==> src/rtl/log_ram_reader_if.sv <==
// RAM read port and output stream bundle for log_ram_reader.
//   o_ram_en_read   : read enable toward the log RAM controller
//   o_ram_read_adrs : read address toward the log RAM controller
//   i_ram_data      : RAM read data, RD_LATENCY cycles after the address
//   o_data/o_valid  : output stream data and valid
//   i_ready         : output stream ready from the consumer
// master = the reader, slave = the RAM controller plus stream consumer.
interface log_ram_reader_if #(
  parameter int unsigned RAM_WIDTH = 32,
  parameter int unsigned AW        = 15
) ();
  logic                 o_ram_en_read;
  logic [AW-1:0]        o_ram_read_adrs;
  logic [RAM_WIDTH-1:0] i_ram_data;
  logic [RAM_WIDTH-1:0] o_data;
  logic                 o_valid;
  logic                 i_ready;

  modport master (
    output o_ram_en_read, o_ram_read_adrs, o_data, o_valid,
    input  i_ram_data, i_ready
  );

  modport slave (
    input  o_ram_en_read, o_ram_read_adrs, o_data, o_valid,
    output i_ram_data, i_ready
  );
endinterface

==> src/rtl/log_ram_reader.sv <==
// Drains the equalizer log RAM after a capture: issues read addresses, absorbs the RAM read
// latency with an in-flight flag pipe, and buffers words in a small FIFO feeding a valid/ready
// stream. Issues are credit-limited so the FIFO can never overflow.
// Ports:
//   clk, i_reset      : clock, asynchronous active-low reset
//   i_start           : begin a readout (IDLE only), from i_start_adrs for i_num_words words
//   i_abort           : cancel a readout in progress (no done pulse)
//   bus               : RAM read port and output stream (log_ram_reader_if.master)
//   o_busy            : readout in progress (READ or DRAIN)
//   o_done            : one-cycle pulse after the last word was accepted
//   o_word_count      : words accepted in the current readout
module log_ram_reader #(
  parameter int unsigned RAM_WIDTH  = 32,
  parameter int unsigned RAM_DEPTH  = 32768,
  parameter int unsigned RD_LATENCY = 1,
  parameter int unsigned FIFO_DEPTH = 4,
  localparam int unsigned AW        = $clog2(RAM_DEPTH)
) (
  input  logic            clk,
  input  logic            i_reset,
  input  logic            i_start,
  input  logic [AW-1:0]   i_start_adrs,
  input  logic [AW:0]     i_num_words,
  input  logic            i_abort,
  log_ram_reader_if.master bus,
  output logic            o_busy,
  output logic            o_done,
  output logic [AW:0]     o_word_count
);

  localparam int unsigned PW = (FIFO_DEPTH > 1) ? $clog2(FIFO_DEPTH) : 1;
  localparam int unsigned CW = $clog2(FIFO_DEPTH + 1);

  typedef enum logic [1:0] {StIdle, StRead, StDrain, StDone} state_e;

  state_e                 state_q, state_d;
  logic [AW-1:0]          adr_q, adr_d;
  logic [AW:0]            remain_q, remain_d;
  logic [AW:0]            wc_q, wc_d;
  logic [RD_LATENCY-1:0]  infl_q, infl_d;
  logic [RAM_WIDTH-1:0]   mem_q [FIFO_DEPTH];
  logic [PW-1:0]          wr_ptr_q, rd_ptr_q;
  logic [CW-1:0]          fifo_cnt_q, fifo_cnt_d;
  logic [CW-1:0]          infl_cnt;
  logic [AW:0]            num_clamped;
  logic                   active, issue, push, pop, flush, fifo_full;

  assign active      = (state_q == StRead) || (state_q == StDrain);
  assign flush       = i_abort && active;
  assign fifo_full   = (fifo_cnt_q == CW'(FIFO_DEPTH));
  assign num_clamped = (i_num_words > (AW+1)'(RAM_DEPTH)) ? (AW+1)'(RAM_DEPTH) : i_num_words;

  always_comb begin
    infl_cnt = '0;
    for (int i = 0; i < RD_LATENCY; i++) begin
      infl_cnt = infl_cnt + CW'(infl_q[i]);
    end
  end

  // Words already buffered plus words still coming out of the RAM form the credit in use.
  assign issue = (state_q == StRead) && (remain_q != '0) &&
                 (({1'b0, fifo_cnt_q} + {1'b0, infl_cnt}) < (CW+1)'(FIFO_DEPTH));
  assign push  = active && infl_q[RD_LATENCY-1];
  assign pop   = bus.o_valid && bus.i_ready;

  always_comb begin
    state_d  = state_q;
    adr_d    = adr_q;
    remain_d = remain_q;
    wc_d     = wc_q;
    unique case (state_q)
      StIdle: begin
        if (i_start) begin
          wc_d = '0;
          if (num_clamped != '0) begin
            adr_d    = i_start_adrs;
            remain_d = num_clamped;
            state_d  = StRead;
          end else begin
            state_d = StDone;
          end
        end
      end
      StRead: begin
        if (issue) begin
          adr_d    = (adr_q == AW'(RAM_DEPTH - 1)) ? '0 : adr_q + 1'b1;
          remain_d = remain_q - 1'b1;
          if (remain_q == (AW+1)'(1)) state_d = StDrain;
        end
      end
      StDrain: begin
        if ((fifo_cnt_q == '0) && (infl_cnt == '0)) state_d = StDone;
      end
      StDone:  state_d = StIdle;
      default: state_d = StIdle;
    endcase
    if (pop) wc_d = wc_d + 1'b1;
    // Abort overrides every other transition taken this cycle.
    if (flush) begin
      state_d  = StIdle;
      remain_d = '0;
    end
  end

  always_comb begin
    infl_d = '0;
    if (!flush) begin
      infl_d[0] = issue;
      for (int i = 1; i < RD_LATENCY; i++) begin
        infl_d[i] = infl_q[i-1];
      end
    end
  end

  always_comb begin
    fifo_cnt_d = fifo_cnt_q;
    if (flush) begin
      fifo_cnt_d = '0;
    end else if (push && !pop) begin
      fifo_cnt_d = fifo_cnt_q + 1'b1;
    end else if (!push && pop) begin
      fifo_cnt_d = fifo_cnt_q - 1'b1;
    end
  end

  always_ff @(posedge clk or negedge i_reset) begin
    if (!i_reset) begin
      state_q    <= StIdle;
      adr_q      <= '0;
      remain_q   <= '0;
      wc_q       <= '0;
      infl_q     <= '0;
      fifo_cnt_q <= '0;
      wr_ptr_q   <= '0;
      rd_ptr_q   <= '0;
    end else begin
      state_q    <= state_d;
      adr_q      <= adr_d;
      remain_q   <= remain_d;
      wc_q       <= wc_d;
      infl_q     <= infl_d;
      fifo_cnt_q <= fifo_cnt_d;
      if (flush) begin
        wr_ptr_q <= '0;
        rd_ptr_q <= '0;
      end else begin
        if (push) wr_ptr_q <= wr_ptr_q + 1'b1;
        if (pop)  rd_ptr_q <= rd_ptr_q + 1'b1;
      end
    end
  end

  // Storage needs no reset: o_data is gated by o_valid.
  always_ff @(posedge clk) begin
    if (push && !flush) mem_q[wr_ptr_q] <= bus.i_ram_data;
  end

  assign bus.o_ram_en_read   = active;
  assign bus.o_ram_read_adrs = adr_q;
  assign bus.o_valid         = (fifo_cnt_q != '0);
  assign bus.o_data          = bus.o_valid ? mem_q[rd_ptr_q] : '0;
  assign o_busy              = active;
  assign o_done              = (state_q == StDone);
  assign o_word_count        = wc_q;

  push_overflow_a: assert property (@(posedge clk) disable iff (!i_reset) !(push && fifo_full));

endmodule

==> src/flat_wrapper.sv <==
// flat-port wrapper written by rule: the top's interface ports become plain ports
module log_ram_reader_flat 
#(
  parameter int unsigned RAM_WIDTH  = 32,
  parameter int unsigned RAM_DEPTH  = 32768,
  parameter int unsigned RD_LATENCY = 1,
  parameter int unsigned FIFO_DEPTH = 4,
  localparam int unsigned AW        = $clog2(RAM_DEPTH)
)
  (clk, i_reset, i_start, i_start_adrs, i_num_words, i_abort, o_busy, o_done, o_word_count, bus_o_ram_en_read, bus_o_ram_read_adrs, bus_o_data, bus_o_valid, bus_i_ram_data, bus_i_ready);
  log_ram_reader_if #(.RAM_WIDTH(RAM_WIDTH), .AW((15))) bus_i ();
  input  logic clk;
  input  logic i_reset;
  input  logic i_start;
  input  logic [AW-1:0] i_start_adrs;
  input  logic [AW:0] i_num_words;
  input  logic i_abort;
  output logic o_busy;
  output logic o_done;
  output logic [AW:0] o_word_count;
  output wire logic [$bits(bus_i.o_ram_en_read)-1:0] bus_o_ram_en_read;
  output wire logic [$bits(bus_i.o_ram_read_adrs)-1:0] bus_o_ram_read_adrs;
  output wire logic [$bits(bus_i.o_data)-1:0] bus_o_data;
  output wire logic [$bits(bus_i.o_valid)-1:0] bus_o_valid;
  input wire logic [$bits(bus_i.i_ram_data)-1:0] bus_i_ram_data;
  input wire logic [$bits(bus_i.i_ready)-1:0] bus_i_ready;
  assign bus_o_ram_en_read = bus_i.o_ram_en_read;
  assign bus_o_ram_read_adrs = bus_i.o_ram_read_adrs;
  assign bus_o_data = bus_i.o_data;
  assign bus_o_valid = bus_i.o_valid;
  assign bus_i.i_ram_data = bus_i_ram_data;
  assign bus_i.i_ready = bus_i_ready;
  log_ram_reader #(.RAM_WIDTH(RAM_WIDTH), .RAM_DEPTH(RAM_DEPTH), .RD_LATENCY(RD_LATENCY), .FIFO_DEPTH(FIFO_DEPTH)) u_core (.clk(clk), .i_reset(i_reset), .i_start(i_start), .i_start_adrs(i_start_adrs), .i_num_words(i_num_words), .i_abort(i_abort), .bus(bus_i), .o_busy(o_busy), .o_done(o_done), .o_word_count(o_word_count));
endmodule
==> config.mk <==
export PLATFORM = sky130hd
export DESIGN_NAME = log_ram_reader_flat
export DESIGN_NICKNAME = d
export VERILOG_FILES = /design/src/rtl/log_ram_reader_if.sv /design/src/rtl/log_ram_reader.sv /design/src/flat_wrapper.sv
export SDC_FILE = /design/constraint.sdc
export NUM_CORES = 1
export LEC_CHECK = 0
export CORE_AREA = 10 10 137 152
export CTS_CLUSTER_DIAMETER = 50
export CTS_CLUSTER_SIZE = 20
export DETAILED_ROUTE_END_ITERATION = 10
export DIE_AREA = 0 0 147 162
export PLACE_DENSITY = 0.85
export RECOVER_POWER = 100
export SETUP_SLACK_MARGIN = 0.2
export SYNTH_ARGS = -nofsm -noshare
export SYNTH_HDL_FRONTEND = slang
export SYNTH_SLANG_ARGS = --single-unit
==> constraint.sdc <==
create_clock -name clk -period 2.21 [get_ports clk]
set_input_delay 0.442 -clock clk [delete_from_list [all_inputs] [get_ports clk]]
set_output_delay 0.442 -clock clk [all_outputs]
set_load 0.02 [all_outputs]
==> ci_impl_report.md <==
## Implementation flow summary

| Metric | Value |
|---|---|
| Fin. Hold Viols | `0` |
| Nets | `944` |
| Yosys warns | `0` |
| Top cells by area | `edfxtp_1 45%, dfrtp_1 17%, mux4_2 8.4%` |
| Yosys Instances | `629` |
| RSZ-0062 raised after global routing | `true` |
| Sequential Power | `4.66 mW` |
| Failing checks | `max-capacitance violations, max-slew violations, negative setup slack` |
| CP max FO | `5` |
| Capturing point of the worst reg2reg path | `u_core.remain_q[12]` |
| Fmax | `0.4043 GHz` |
| Type of origin of the critical path | `flip-flop` |
| Hold WS | `~0.46 ns` |
| Max-cap check violation count | `1` |
| Vias in the first global route | `6726` |
| Final instance area | `0.01230 sq mm` |
| TritonRoute pass-1 iters | `5` |
| Clock sink total | `185` |
| Initial drt markers | `557` |
| Initial Util | `around half` |
| Fraction of layout cells with a size suffix above 1 | `37.94%` |
| Largest power group | `combinational logic` |
| Pre-CTS worst setup slack | `-0.1519 ns` |
| GPL Wtd Cong | `0.8941` |
| Largest logic family | `simple AND/OR/NAND/NOR gates` |
| Max reg flops | `roughly 130` |
| Number of enable flip-flop cells | `128` |
| Final Max-Slew Violation Tally | `just under 60` |
| Mapped Nets | `711` |
| TritonCTS clock tree | `built` |
| NetSw | `6.808 mW` |
| Worst r2r src | `u_core.remain_q[6]` |
| Syn_area_per_cell | `13.60 sq um` |
| Synthesized instance count | `629` |
| Die footprint | `0.02381 sq mm` |
| XOR Share, Synth | `2.048%` |
| CP arrival | `2.03 ns` |
| Mapped Area | `0.008554 sq mm` |
| Slowest stage delay, CP | `around 0.52 ns` |
| Util after Layout | `70.12%` |
| Critical Path Sink Type | `output pin` |
| Seq share, synth | `61.61%` |
| CP required | `1.77 ns` |
| Area leader, netlist | `edfxtp_1` |
| R2R setup slack | `-0.25 ns` |
| Layout area overhead | `43.84%` |
| Worst path slowest cell | `mux4_2` |
| Crit-path leading delay family | `multiplexers` |
| P_int | `10.40 mW` |
| Asr flop ratio synth | `30.81%` |
| Via density | `6.035` |
| Tmin final | `2.473 ns` |
| Critical path class | `reg -> out` |
| H-tree levels | `4` |
| Critical Path Stages | `6` |
| Switching share of total power | `39.55%` |
| Share of the synthesized area in the top cell type | `between 40% and 50%` |
| # setup viols final | `66` |
| Num CTS Buffers | `17` |
| Status | `complete, but fails checks` |
| Tool warnings | `36` |
| Normalized max-slew margin | `-0.7905%` |
| Initial antenna violation count | `2` |
| Top Ports | `135` |
| Combinational Power Share | `54.8%` |
| Worst slew pin tran | `between 1.5 and 2 ns` |
| Setup WS post-layout | `-0.2633 ns` |
| Clk root buf | `clkbuf_16` |
| Drt wl/cell | `roughly 23 microns` |
| Count of cell types in the netlist | `62` |
| CP cell instances | `buf_6 > buf_12 > buf_16 > mux4_2 > and2_4 > buf_6` |
| DRT antenna net count | `0` |
| Cell with the most instances after synthesis | `edfxtp_1` |
| HP Class | `in -> async` |
[repair_timing]
item / CTS / global route
buffers inserted: 18 / 7
hold buffers: 0 / 0
pin swaps: 45 / 37
setup endpoints to repair: 77 / 84
gates cloned: 6 / 1
resized: 286 / 99
[routing by layer]
layer	share of wire (%)	global-route usage, %
met5	0	0
met1	36	22.34
met3	7.6	5.475
met2	53	35.25
met4	2.9	6.492
[final cells by class]
class	instances	area, sq um	share of cell area [%]
diodes	3	7.507	0.06101
multi-input cells	390	3572	29.03
well taps	238	297.8	2.420
clock buffers	17	425.4	3.457
flip-flops and latches	185	5274	42.86
inverters	18	68.82	0.5593
clock inverters	15	193.9	1.576
repair buffers	250	2465	20.03
wires.png
(3 px per micron)
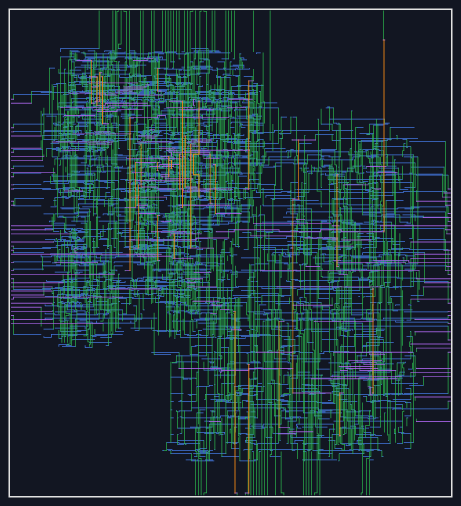
| colour | layer | wire length |
|---|---|---|
| green | metal 2 | 13700 microns |
| purple | metal 3 | 1980 microns |
| orange | metal 4 | 763 microns |
| blue | metal 1 | 9440 microns |
vias: 6735
Routed WL: 25890 microns

clocks.png
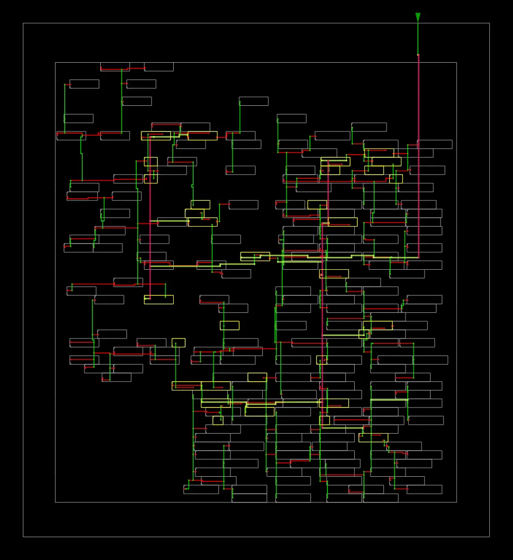
seq_cells: 185
Power Clock: 3.12 mW
Clock Buffer Count: 17

logic_types.png
(1.5 px per micron)
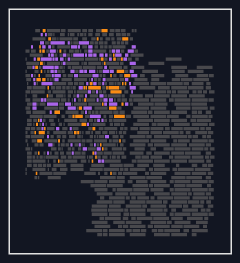
| colour | family | cells | most used |
|---|---|---|---|
| orange | nor cells | 65 | nor2_1 |
| purple | aoi and oai cells | 116 | a21oi_1 |
most frequent logic cell in the layout: edfxtp_1
Layout Cells excl Fill: 1116

power_grid.png
(2 px per micron) Pins as bars on the die edge.
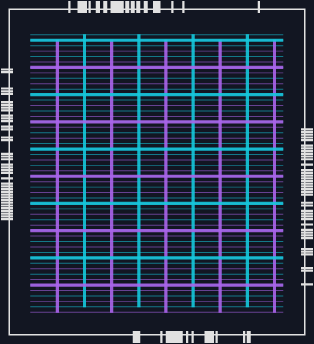
| colour | net |
|---|---|
| purple | VSS |
| cyan | VDD |
rows: 51
met1 rails: 52
signal pins: 135
met4 straps: 9
Core ar.: 0.01755 sq mm
Die Width: 147 microns
Peak VDD IR: 0.0009603 V
Die H: 162 microns

clk_routes.png
(1.5 px per micron)
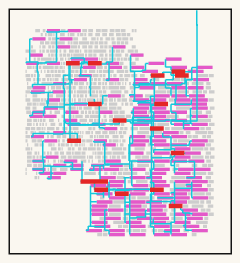
[magenta] flip-flops | count: 185
[cyan] clock wires | length: 2100 microns
[red] clock drivers | count: 17
routed clock nets: 18
clock skew: 0.01309 ns
clk latency late pin: 0.44 ns
clock share of power: 18.1%

Power is estimated from default activity; no workload was simulated.
